**config.mk**
```make
export PLATFORM = sky130hd
export DESIGN_NAME = result_drain
export DESIGN_NICKNAME = d
export VERILOG_FILES = /design/src/rtl/result_drain.sv
export SDC_FILE = /design/constraint.sdc
export NUM_CORES = 1
export LEC_CHECK = 0
export CORE_UTILIZATION = 47
export CTS_BUF_LIST = sky130_fd_sc_hd__clkbuf_8
export CTS_CLUSTER_DIAMETER = 200
export DETAILED_ROUTE_END_ITERATION = 10
export PLACE_DENSITY = 0.83
export SETUP_SLACK_MARGIN = 0.3
export SYNTH_ARGS = -nofsm -noshare
export SYNTH_HDL_FRONTEND = slang
export SYNTH_SLANG_ARGS = --single-unit
```
**constraint.sdc**
```tcl
create_clock -name clk -period 6.7 [get_ports clk]
set_input_delay 1.34 -clock clk [delete_from_list [all_inputs] [get_ports clk]]
set_output_delay 1.34 -clock clk [all_outputs]
set_load 0.02 [all_outputs]
```
**src/rtl/result_drain.sv**
```systemverilog
// result_drain: captures a 4x4 matrix-multiply result and streams it out requantized.
// Optional macro RESULT_DRAIN_ROUND_EN selects round-half-up instead of truncation.
module result_drain #(
    parameter int OUT_W = 8
) (
    input  logic                  clk,
    input  logic                  rst_n,
    input  logic [0:3][0:3][15:0] c_in,
    input  logic                  mm_done,
    input  logic [3:0]            shift,
    output logic [OUT_W-1:0]      out_data,
    output logic                  out_valid,
    input  logic                  out_ready,
    output logic [1:0]            out_row,
    output logic [1:0]            out_col,
    output logic                  out_last,
    output logic                  busy,
    output logic [4:0]            sat_count,
    output logic                  overrun
);
    typedef enum logic {IDLE, STREAM} state_t;

    localparam logic [16:0] MAX_Q = 17'((1 << OUT_W) - 1);

    state_t state, state_nxt;
    logic mm_done_q;
    logic [0:3][0:3][15:0] c_q;
    logic [3:0] shift_q;
    logic [1:0] row, col;
    logic capture, hs, is_last, sat;
    logic [16:0] q;

    assign capture = mm_done && !mm_done_q;
    assign hs      = (state == STREAM) && out_ready;
    assign is_last = (row == 2'd3) && (col == 2'd3);

    always_ff @(posedge clk or negedge rst_n) begin
        if (!rst_n) begin
            state <= IDLE;
        end else begin
            state <= state_nxt;
        end
    end

    always_comb begin
        state_nxt = state;
        unique case (state)
            IDLE:    if (capture) state_nxt = STREAM;
            STREAM:  if (hs && is_last) state_nxt = IDLE;
            default: state_nxt = IDLE;
        endcase
    end

`ifdef RESULT_DRAIN_ROUND_EN
    logic [16:0] rnd;

    always_comb begin
        rnd = '0;
        if (shift_q != 4'd0) rnd = 17'd1 << (shift_q - 4'd1);
    end

    assign q = ({1'b0, c_q[row][col]} + rnd) >> shift_q;
`else
    assign q = {1'b0, c_q[row][col]} >> shift_q;
`endif

    assign sat       = q > MAX_Q;
    assign out_valid = (state == STREAM);
    assign busy      = (state == STREAM);
    assign out_row   = row;
    assign out_col   = col;
    assign out_last  = out_valid && is_last;
    assign out_data  = !out_valid ? '0 :
                       sat ? MAX_Q[OUT_W-1:0] : q[OUT_W-1:0];

    // Index wraps 3,3 -> 0,0 on the final handshake, so IDLE always shows 0,0.
    always_ff @(posedge clk or negedge rst_n) begin
        if (!rst_n) begin
            mm_done_q <= 1'b0;
            c_q       <= '0;
            shift_q   <= '0;
            row       <= '0;
            col       <= '0;
            sat_count <= '0;
            overrun   <= 1'b0;
        end else begin
            mm_done_q <= mm_done;
            overrun   <= capture && (state == STREAM);
            if (capture && (state == IDLE)) begin
                c_q       <= c_in;
                shift_q   <= shift;
                row       <= '0;
                col       <= '0;
                sat_count <= '0;
            end else if (hs) begin
                if (sat) sat_count <= sat_count + 5'd1;
                col <= col + 2'd1;
                if (col == 2'd3) row <= row + 2'd1;
            end
        end
    end
endmodule

```
==> run summary, run 1 <==
Status: complete, no violations
Top cells, area: dfrtp_1 (53%), nand2_1 (23%), mux4_2 (14%)
Multi-input gates: 994
N_diodes: 0
Final Hold Vio Count: 0
Sequential share of the synthesized area: 52.6%
CP max-delay cell: dfrtp_4
Syn avg cell area: 9.53 um2
CP max stage delay: 0.93 ns
Die extent in x: 168 um
Clock buffers and inverters, area share: 5.29%
Comb power frac: 41.3%
WL met2: 17600 um
Leakage Power: 8.21 nW
DRC: 0
First-pass DRT Iterations: 6
Flop2flop setup slack: 2.93 ns
Layout cells sized above 1: 10.5%
Clock buffers: 53
Fmax: 164 MHz
Synthesized registers: 272
Placement Cell Area: 15900 um2
Area-dominant class: flip-flops and latches
Critical Path Start: out_col[0]
Vias in the first global route: 11100
Main power group: combinational cells
Final HPWL DP: 27300 um
Flip-flops: 272
Area share of the largest cell type after synthesis: 52.6%
Non-clk buf share: 17.5%
GR met2 Demand/Resource: 42.7%
Crit path max fanout: 44
Synth Cell Area: 12900 um2
Post-synth top area cell: dfrtp_1
CTS Hold Bufs: 0
Non-clock buffers: 292
Iter 0 DRT Violations: 974
Gate Area: 5750 um2
Yosys simple share: 24.6%
Die Y: 168 um
Top cell excl fill/tap: nand2_1
Seq pwr share: 40.0%
Largest net degree at the start of global routing: 269
Combinational power: 3.26 mW
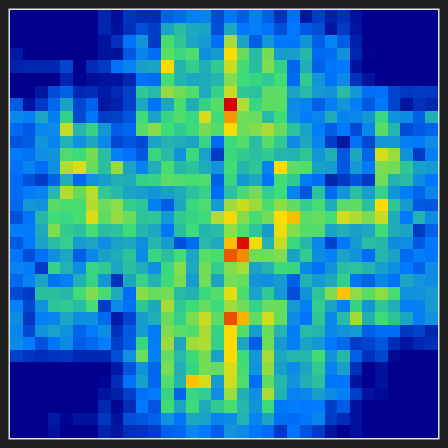
Run 1: wiring heat map
The die is cut into 34 by 34 equal tiles; dark blue is low, red is high, scaled to the fullest tile. Values are wire area over tile area, all layers added.
tiles over half the peak	18%
fullest tile	0.74
mean over tiles	0.23
final wirelength: 37800 um
Total GRT Usage: 27.7%
wire length per cell: 19.1 um
via count: 10800

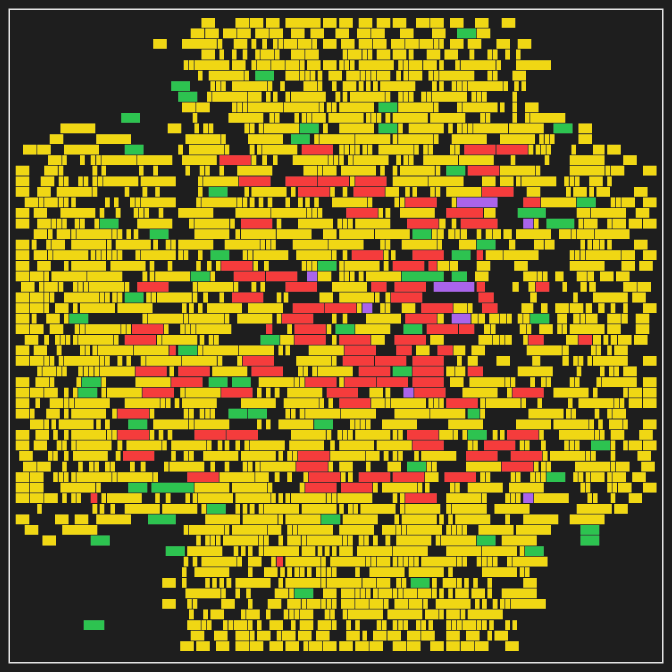
Run 1: drive-strength map
colour	size	cells	share	most used
yellow	x1 and smaller	1465	89%	nand2_1
green	x6 and larger	61	3.7%	clkbuf_8
purple	x3 and x4	8	0.49%	buf_4
red	x2	103	6.3%	mux4_2

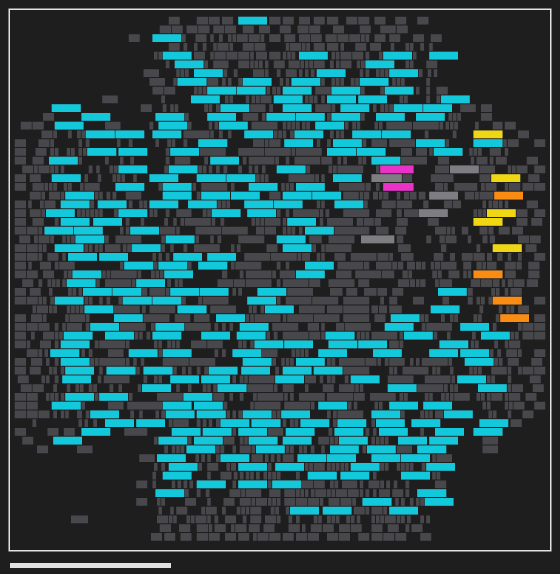
Run 1: where the registers sit
The bar under the picture is 50 um long.
colour	netlist name	sequential cells
cyan	c_q	256
magenta	out_row	2
orange	shift_q	4
yellow	sat_count	5
not coloured	5

==> run 2: changes to the inputs <==
--- a/config.mk
+++ b/config.mk
@@ -11,6 +11,7 @@
 export DETAILED_ROUTE_END_ITERATION = 10
 export PLACE_DENSITY = 0.83
 export SETUP_SLACK_MARGIN = 0.3
+export SLEW_MARGIN = 20
 export SYNTH_ARGS = -nofsm -noshare
 export SYNTH_HDL_FRONTEND = slang
 export SYNTH_SLANG_ARGS = --single-unit
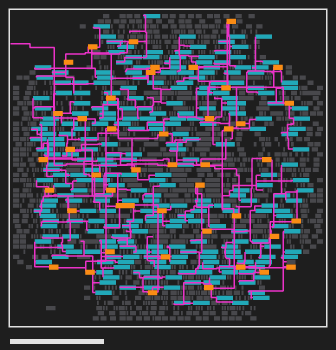
Run 2: clock wires, drivers and flops
The bar under the picture is 50 um long.
[cyan] flip-flops | count: 272
[orange] clock-net drivers | count: 45
[magenta] clock wires | length: 3730 um
flops lie	spread over the die
P_clk: 1.48 mW
skew final: 0.0275 ns
Skew-Pair Late Insertion Delay: 0.57 ns

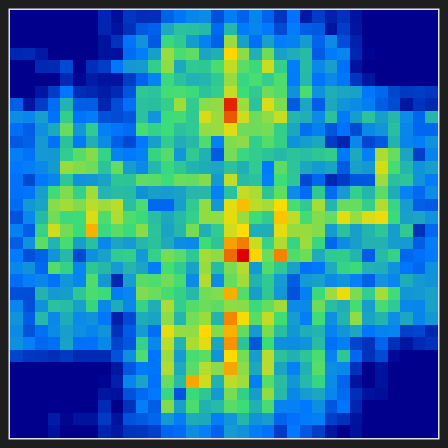
Run 2: wiring heat map
The die is cut into 34 by 34 equal tiles; dark blue is low, red is high, scaled to the fullest tile. Values are wire area over tile area, all layers added.
tiles over half the peak	20%
fullest tile	0.71
nearly empty tiles	13%

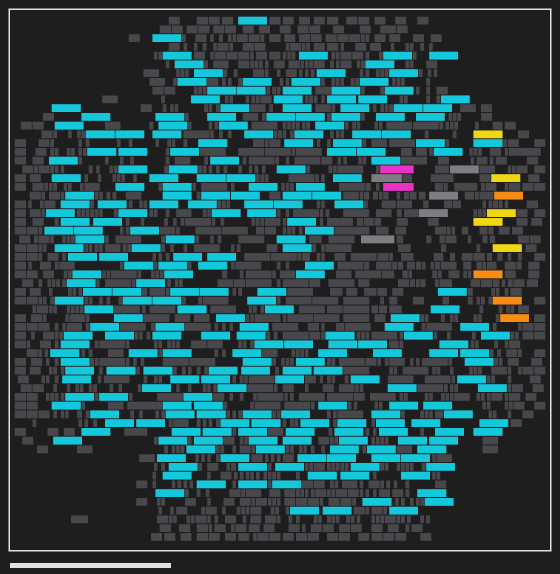
Run 2: where the registers sit
The bar under the picture is 50 um long.
colour	netlist name	sequential cells
cyan	c_q	256
orange	shift_q	4
yellow	sat_count	5
magenta	out_row	2
not coloured	5

==> run 2 against run 1 <==
Fmax up 0.18%. Register-to-register slack about the same. Design area up 0.16%. Setup slack better by 0.011 ns. Global-route usage unchanged. Synthesized cell count unchanged. Clock power about the same. Largest cell class unchanged. Highest routed layer unchanged.
==> run summary, run 2 <==
Post-synth top area cell: dfrtp_1
Wire length per cell: 19.2 um (+0.17%)
Iter 0 DRT Violations: 1062 (+9.0%)
Non-clk buf share: 17.6% (+0.13 points)
Die Y: 168 um (unchanged)
Top cells, area: dfrtp_1 (53%), nand2_1 (23%), mux4_2 (14%)
Final wirelength: 37900 um (+0.22%)
Final Hold Vio Count: 0 (unchanged)
Flip-flops: 272 (unchanged)
Syn avg cell area: 9.53 um2 (unchanged)
Status: complete, no violations
Critical Path Start: out_col[0]
CP max-delay cell: dfrtp_4
Total GRT Usage: 27.7% (unchanged)
Combinational power: 3.27 mW (about the same)
Non-clock buffers: 293 (+0.34%)
Top cell excl fill/tap: nand2_1
Vias in the first global route: 11100 (unchanged)
Crit path max fanout: 44 (unchanged)
Fmax: 164 MHz (+0.18%)
Flop2flop setup slack: 2.93 ns (about the same)
Placement Cell Area: 15900 um2 (unchanged)
Clock buffers and inverters, area share: 5.28% (-0.0086 points)
Sequential share of the synthesized area: 52.6% (unchanged)
DRC: 0 (unchanged)
WL met2: 17600 um (about the same)
Largest net degree at the start of global routing: 269 (unchanged)
N_diodes: 0 (unchanged)
CP max stage delay: 0.92 ns (about the same)
Clock buffers: 53 (unchanged)
Yosys simple share: 24.6% (unchanged)
Final HPWL DP: 27300 um (unchanged)
CTS Hold Bufs: 0 (unchanged)
First-pass DRT Iterations: 5 (-1)
Via count: 10800 (+0.19%)
Die extent in x: 168 um (unchanged)
Synthesized registers: 272 (unchanged)
GR met2 Demand/Resource: 42.7% (unchanged)
Layout cells sized above 1: 10.6% (+0.055 points)
Area-dominant class: flip-flops and latches
Main power group: combinational cells
Area share of the largest cell type after synthesis: 52.6% (unchanged)
No activity file was given, so power comes from the tool's default toggle rates.
